$ cat src/rtl/fb_port_arbiter_if.sv
`default_nettype none
// +----------------------------------------------------------------------------+
// | fb_port_arbiter_if : timing, BRAM and writer signals for fb_port_arbiter   |
// | Rev 1.0 - initial release                                                  |
// +----------------------------------------------------------------------------+
interface fb_port_arbiter_if #(
    parameter int PIX_BITS = 4,
    parameter int ADDR_W   = 18
);
    logic [10:0]           hcount;
    logic [9:0]            vcount;
    logic [ADDR_W-1:0]     mem_addr;
    logic                  mem_we;
    logic [4*PIX_BITS-1:0] mem_din;
    logic [4*PIX_BITS-1:0] mem_dout;
    logic                  wr_req;
    logic [ADDR_W-1:0]     wr_addr;
    logic [4*PIX_BITS-1:0] wr_data;
    logic                  wr_ack;
    logic [PIX_BITS-1:0]   pixel;
    logic                  pixel_valid;

    // Arbiter side
    modport slave (
        input  hcount, vcount, mem_dout, wr_req, wr_addr, wr_data,
        output mem_addr, mem_we, mem_din, wr_ack, pixel, pixel_valid
    );

    // Environment side: timing generator, BRAM and pixel writer
    modport master (
        output hcount, vcount, mem_dout, wr_req, wr_addr, wr_data,
        input  mem_addr, mem_we, mem_din, wr_ack, pixel, pixel_valid
    );
endinterface
`default_nettype wire

$ cat src/rtl/fb_port_arbiter.sv
`default_nettype none
// +----------------------------------------------------------------------------+
// | fb_port_arbiter : frame-buffer BRAM port sharing, display reads win,       |
// |                   writer gets spare cycles; unpacks 4 pixels per word      |
// | Rev 1.0 - initial release                                                  |
// +----------------------------------------------------------------------------+
module fb_port_arbiter #(
    parameter int H_ACTIVE = 1024,
    parameter int V_ACTIVE = 768,
    parameter int H_TOTAL  = 1344,
    parameter int V_TOTAL  = 806,
    parameter int PIX_BITS = 4,
    parameter int ADDR_W   = 18
) (
    input  wire logic        vga_clock,
    input  wire logic        reset,
    fb_port_arbiter_if.slave bus
);
    localparam int                WORD_W           = 4 * PIX_BITS;
    localparam logic [ADDR_W-1:0] c_WORDS_PER_LINE = ADDR_W'(H_ACTIVE / 4);

    typedef enum logic [0:0] {
        W_IDLE = 1'b0,
        W_ACK  = 1'b1
    } wstate_t;

    wstate_t                         r_state;
    wstate_t                         w_state_nxt;
    logic                            r_slot_d;
    logic                            r_synced;
    logic [WORD_W-1:0]               r_next_word;
    logic [WORD_W-1:0]               r_cur_word;
    logic [PIX_BITS-1:0]             r_pixel;
    logic                            r_pixel_valid;

    logic [9:0]                      w_line_next;
    logic                            w_slot_grp;
    logic                            w_slot_ls;
    logic                            w_disp_slot;
    logic [ADDR_W-1:0]               w_disp_addr;
    logic                            w_active;
    logic                            w_we;
    logic [ADDR_W-1:0]               w_addr;
    logic [WORD_W-1:0]               w_din;
    logic [3:0][PIX_BITS-1:0]        w_cur_pix;

    // Display slot: fetch the next group mid-line, or the next line's first word in hblank
    always_comb begin
        w_line_next = (bus.vcount == 10'(V_TOTAL - 1)) ? 10'd0 : bus.vcount + 10'd1;
        w_slot_grp  = (bus.vcount < 10'(V_ACTIVE)) && (bus.hcount[1:0] == 2'b00) &&
                      (bus.hcount <= 11'(H_ACTIVE - 8));
        w_slot_ls   = (bus.hcount == 11'(H_TOTAL - 4)) && (w_line_next < 10'(V_ACTIVE));
        w_disp_slot = w_slot_grp || w_slot_ls;
        if (w_slot_ls) begin
            w_disp_addr = ADDR_W'(w_line_next) * c_WORDS_PER_LINE;
        end else begin
            w_disp_addr = ADDR_W'(bus.vcount) * c_WORDS_PER_LINE +
                          ADDR_W'(bus.hcount[10:2]) + ADDR_W'(1);
        end
        w_active = (bus.hcount < 11'(H_ACTIVE)) && (bus.vcount < 10'(V_ACTIVE));
    end

    always_comb begin
        w_state_nxt = r_state;
        w_we        = 1'b0;
        w_addr      = w_disp_addr;
        w_din       = '0;
        case (r_state)
            W_IDLE: begin
                if (bus.wr_req && !w_disp_slot && !reset) begin
                    w_we        = 1'b1;
                    w_addr      = bus.wr_addr;
                    w_din       = bus.wr_data;
                    w_state_nxt = W_ACK;
                end
            end
            W_ACK:   w_state_nxt = W_IDLE;
            default: w_state_nxt = W_IDLE;
        endcase
    end

    assign w_cur_pix = r_cur_word;

    always_ff @(posedge vga_clock or posedge reset) begin
        if (reset) begin
            r_state       <= W_IDLE;
            r_slot_d      <= 1'b0;
            r_synced      <= 1'b0;
            r_next_word   <= '0;
            r_cur_word    <= '0;
            r_pixel       <= '0;
            r_pixel_valid <= 1'b0;
        end else begin
            r_state  <= w_state_nxt;
            r_slot_d <= w_disp_slot;
            if (r_slot_d) begin
                r_next_word <= bus.mem_dout;
            end
            // Until the first line-start load after reset, cur_word holds no valid line
            if (bus.hcount == 11'(H_TOTAL - 1)) begin
                r_cur_word <= r_next_word;
                r_synced   <= 1'b1;
            end else if ((bus.hcount[1:0] == 2'b11) && (bus.hcount < 11'(H_ACTIVE - 1))) begin
                r_cur_word <= r_next_word;
            end
            r_pixel_valid <= w_active;
            r_pixel       <= (w_active && r_synced) ? w_cur_pix[bus.hcount[1:0]] : '0;
        end
    end

    assign bus.mem_addr    = w_addr;
    assign bus.mem_we      = w_we;
    assign bus.mem_din     = w_din;
    assign bus.wr_ack      = (r_state == W_ACK);
    assign bus.pixel       = r_pixel;
    assign bus.pixel_valid = r_pixel_valid;
endmodule
`default_nettype wire

$ cat src/flat_wrapper.sv
// flat-port wrapper written by rule: the top's interface ports become plain ports
module fb_port_arbiter_flat 
#(
    parameter int H_ACTIVE = 1024,
    parameter int V_ACTIVE = 768,
    parameter int H_TOTAL  = 1344,
    parameter int V_TOTAL  = 806,
    parameter int PIX_BITS = 4,
    parameter int ADDR_W   = 18
)
  (vga_clock, reset, bus_hcount, bus_vcount, bus_mem_dout, bus_wr_req, bus_wr_addr, bus_wr_data, bus_mem_addr, bus_mem_we, bus_mem_din, bus_wr_ack, bus_pixel, bus_pixel_valid);
  fb_port_arbiter_if #(.PIX_BITS(PIX_BITS), .ADDR_W(ADDR_W)) bus_i ();
  input  wire logic vga_clock;
  input  wire logic reset;
  input wire logic [$bits(bus_i.hcount)-1:0] bus_hcount;
  input wire logic [$bits(bus_i.vcount)-1:0] bus_vcount;
  input wire logic [$bits(bus_i.mem_dout)-1:0] bus_mem_dout;
  input wire logic [$bits(bus_i.wr_req)-1:0] bus_wr_req;
  input wire logic [$bits(bus_i.wr_addr)-1:0] bus_wr_addr;
  input wire logic [$bits(bus_i.wr_data)-1:0] bus_wr_data;
  output wire logic [$bits(bus_i.mem_addr)-1:0] bus_mem_addr;
  output wire logic [$bits(bus_i.mem_we)-1:0] bus_mem_we;
  output wire logic [$bits(bus_i.mem_din)-1:0] bus_mem_din;
  output wire logic [$bits(bus_i.wr_ack)-1:0] bus_wr_ack;
  output wire logic [$bits(bus_i.pixel)-1:0] bus_pixel;
  output wire logic [$bits(bus_i.pixel_valid)-1:0] bus_pixel_valid;
  assign bus_i.hcount = bus_hcount;
  assign bus_i.vcount = bus_vcount;
  assign bus_i.mem_dout = bus_mem_dout;
  assign bus_i.wr_req = bus_wr_req;
  assign bus_i.wr_addr = bus_wr_addr;
  assign bus_i.wr_data = bus_wr_data;
  assign bus_mem_addr = bus_i.mem_addr;
  assign bus_mem_we = bus_i.mem_we;
  assign bus_mem_din = bus_i.mem_din;
  assign bus_wr_ack = bus_i.wr_ack;
  assign bus_pixel = bus_i.pixel;
  assign bus_pixel_valid = bus_i.pixel_valid;
  fb_port_arbiter #(.H_ACTIVE(H_ACTIVE), .V_ACTIVE(V_ACTIVE), .H_TOTAL(H_TOTAL), .V_TOTAL(V_TOTAL), .PIX_BITS(PIX_BITS), .ADDR_W(ADDR_W)) u_core (.vga_clock(vga_clock), .reset(reset), .bus(bus_i));
endmodule
$ cat config.mk
export PLATFORM = sky130hd
export DESIGN_NAME = fb_port_arbiter_flat
export DESIGN_NICKNAME = d
export VERILOG_FILES = /design/src/rtl/fb_port_arbiter_if.sv /design/src/rtl/fb_port_arbiter.sv /design/src/flat_wrapper.sv
export SDC_FILE = /design/constraint.sdc
export NUM_CORES = 1
export LEC_CHECK = 0
export ABC_CLOCK_PERIOD_IN_PS = 5500
export CAP_MARGIN = 10
export CORE_MARGIN = 2
export CORE_UTILIZATION = 43
export CTS_CLUSTER_DIAMETER = 120
export DETAILED_ROUTE_END_ITERATION = 10
export GPL_TIMING_DRIVEN = 1
export PLACE_DENSITY = 0.81
export SLEW_MARGIN = 20
export SYNTH_ARGS = -nofsm -noshare
export SYNTH_HDL_FRONTEND = slang
export SYNTH_SLANG_ARGS = --single-unit
$ cat constraint.sdc
create_clock -name vga_clock -period 5.5 [get_ports vga_clock]
set_clock_uncertainty 0.15 [all_clocks]
set_input_delay 1.65 -clock vga_clock [delete_from_list [all_inputs] [get_ports vga_clock]]
set_output_delay 1.65 -clock vga_clock [all_outputs]
set_load 0.01 [all_outputs]
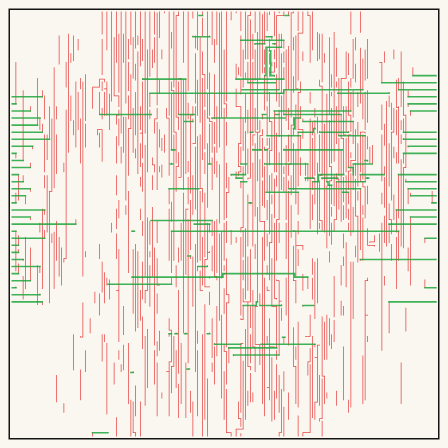
Fig. 1. Signal wires by layer.
Only two layers are drawn.
- green: met3 (wire length 686 um)
- red: met2 (wire length 5,010 um)
drt total wl: 9900 um
total track usage: 26.0%
WL/cell: 19.3 um
DR vias: 2,860

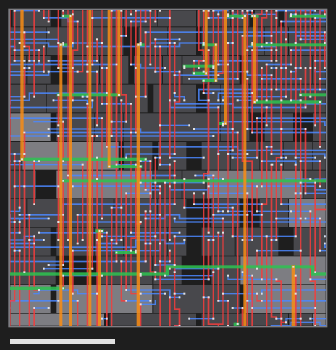
Fig. 2. Layout detail.
Scale bar: 10 um. Window x 26 to 56, y 26 to 56 um. Cells in grey, sequential cells in the stronger grey; small squares are vias.
- blue: met1
- green: met3
- orange: met4
- red: met2
- sequential cells in the window: 6
- most frequent: buf_4 (24), dfrtp_1 (6), mux2_2 (5)
- netlist names of flops here include: `u_core.r_cur_word` (4)
- cells with their middle in the window: 75

==> results_dict.tcl <==
# implementation run metrics
set metrics [dict create \
    fp_util_pct 44.5 \
    pin_count 115 \
    r2r_cells 1 \
    swShare_pct 28.5 \
    setup_viol 1 \
    p_leak_nw 2.12 \
    finalSetupTns_ns -0.0510 \
    clockBufferDepth 2 \
    ctsHtreeMaxLevel 2 \
    nets 516 \
    synth_nets 331 \
    grt_use_met1_pct 30.3 \
    synthCells 252 \
    mostFrequentLayoutCells "buf_4, clkdlybuf4s50_1, dfrtp_1" \
    numSynthFlops 40 \
    die_h_um 82.3 \
    power_density_nw_per_um2 200 \
    cts_tree "yes" \
    worstMarginPinSlew_ns 0.700 \
    antenna_found_initial 0 \
    diodes 0 \
    dp_hpwl_um 5990 \
    max_freq_mhz 180 \
    combPwrFrac_pct 33.5 \
    crit_path_max_fanout 6 \
    setup_ws_ns -0.0510 \
    cap_violations 0 \
    synthDistinctLibCells 49 \
    dpl_worst_slack_ns -0.652 \
    switchingPower_uw 265 \
    coreArea_um2 5920 \
    power_clock_uw 210 \
    busiest_layer "met2" \
    postRouteAntennaNets 0 \
    ys_async_sr_fraction_pct 100 \
    crit_path_start_kind "input port" \
    clkTransAtPathRegs_ns 0.08 \
    drt_iter0_markers 258 \
    failed_checks "negative setup slack" \
    grt_start_max_net_pins 41 \
    outcome "finished, violations left" \
    fin_crit_ns 5.55 \
    hold_path_depth 1 \
]
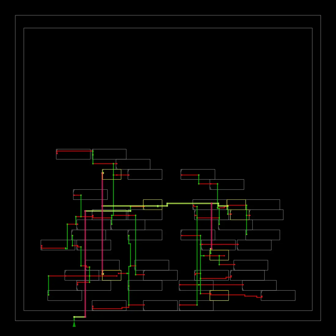
Fig. 3. Clock routing.
Worst-Skew Late Latency: 0.29 ns
total CTS buffers: 5
FF+latch count: 40
clk_buf instances: 7

-- sequential cells by signal, indices dropped and copies added (netlist names) --
name                    cells
u_core.bus.pixel            4
u_core.bus.pixel_valid      1
u_core.bus.wr_ack           1
u_core.r_cur_word          16
u_core.r_next_word         16
u_core.r_slot_d             1
u_core.r_synced             1
-- timing repair --
item	in CTS	in global routing
buffers inserted	19	7
setup endpoints to repair	35	35
pin swaps	12	16
resized	125	73
gates cloned	3	0
-- cells by family after synthesis --
| kind of cell | share of synthesized area (%) |
|---|---|
| xor+xnor | 6.64 |
| fa+ha+maj | 2.37 |
| simple gates | 18.2 |
| flops | 38.0 |
| compound gates | 10.7 |
| mux | 20.2 |
| buf+inv | 3.94 |
-- worst paths after layout --
kind,to,start
max reg2reg,u_core.r_next_word[15]$_DFFE_PP0P_,u_core.r_slot_d$_DFF_PP0_
min,u_core.r_cur_word[7]$_DFFE_PP0P_,u_core.r_next_word[7]$_DFFE_PP0P_
min reg2reg,u_core.r_cur_word[7]$_DFFE_PP0P_,u_core.r_next_word[7]$_DFFE_PP0P_
max,bus_mem_addr[14],bus_hcount[0]
min in group asynchronous,u_core.r_next_word[9]$_DFFE_PP0P_,reset
max in group asynchronous,u_core.r_next_word[1]$_DFFE_PP0P_,reset
-- metrics by stage --
stage / total power, mW / hold WS, ns
after floorplan: 0.541 / 0.324
after global placement: 0.681 / 0.335
after detailed placement: 0.696 / 0.346
after CTS: 0.898 / 0.363
after global routing: 0.967 / 0.377
final: 0.927 / 0.359
-- layer usage --
layer  routed length [um]  vias up
li1                     -     1284
met1                 3720     1361
met2                 5010      167
met3                  685       48
met4                  486        0
met5                    0        -
-- final cells by class --
cell class                 count  area (um^2)  area share (%)
clock buffer                   7         96.3            2.08
inverter                       5         18.8           0.404
multi-input combinational    189         1730            37.3
sequential                    40         1000            21.6
tap                           75         93.8            2.02
timing repair buffer         196         1700            36.6
-- worst max-delay path: stages --
cell,delay (ns)
clkdlybuf4s50_1,0.46
nor2_4,0.15
o211ai_1,0.17
nand3_2,0.13
buf_6,0.12
buf_4,0.13
or4b_1,0.46
a21oi_1,0.20
a211o_1,0.13
buf_2,0.14
-- cells in the mapped netlist (2+ instances only) --
cell type / n / area (um^2)
xnor2_1: 11 / 96.3
and3_1: 6 / 37.5
dfrtp_1: 40 / 1000
xor2_1: 9 / 78.8
o31ai_1: 3 / 22.5
ha_1: 5 / 62.6
nand4b_1: 2 / 17.5
and2_1: 16 / 100
or3_1: 2 / 12.5
nand3_1: 5 / 25.0
o21ai_1: 3 / 15.0
o21ai_0: 2 / 10.0
nor3_1: 2 / 10.0
mux2_2: 32 / 360
a211o_1: 4 / 35.0
clkbuf_1: 8 / 30.0
mux2_4: 2 / 30.0
nand2_1: 15 / 56.3
nand4_1: 5 / 31.3
mux2_1: 2 / 22.5
mux4_2: 4 / 90.1
a21oi_1: 8 / 40.0
nor2_1: 18 / 67.6
and4_1: 3 / 26.3
buf_2: 8 / 40.0
inv_1: 5 / 18.8
mux2i_1: 3 / 30.0
a31o_2: 2 / 17.5
a211oi_1: 5 / 37.5
o211ai_1: 3 / 22.5
Power and IR drop assume default switching activity.
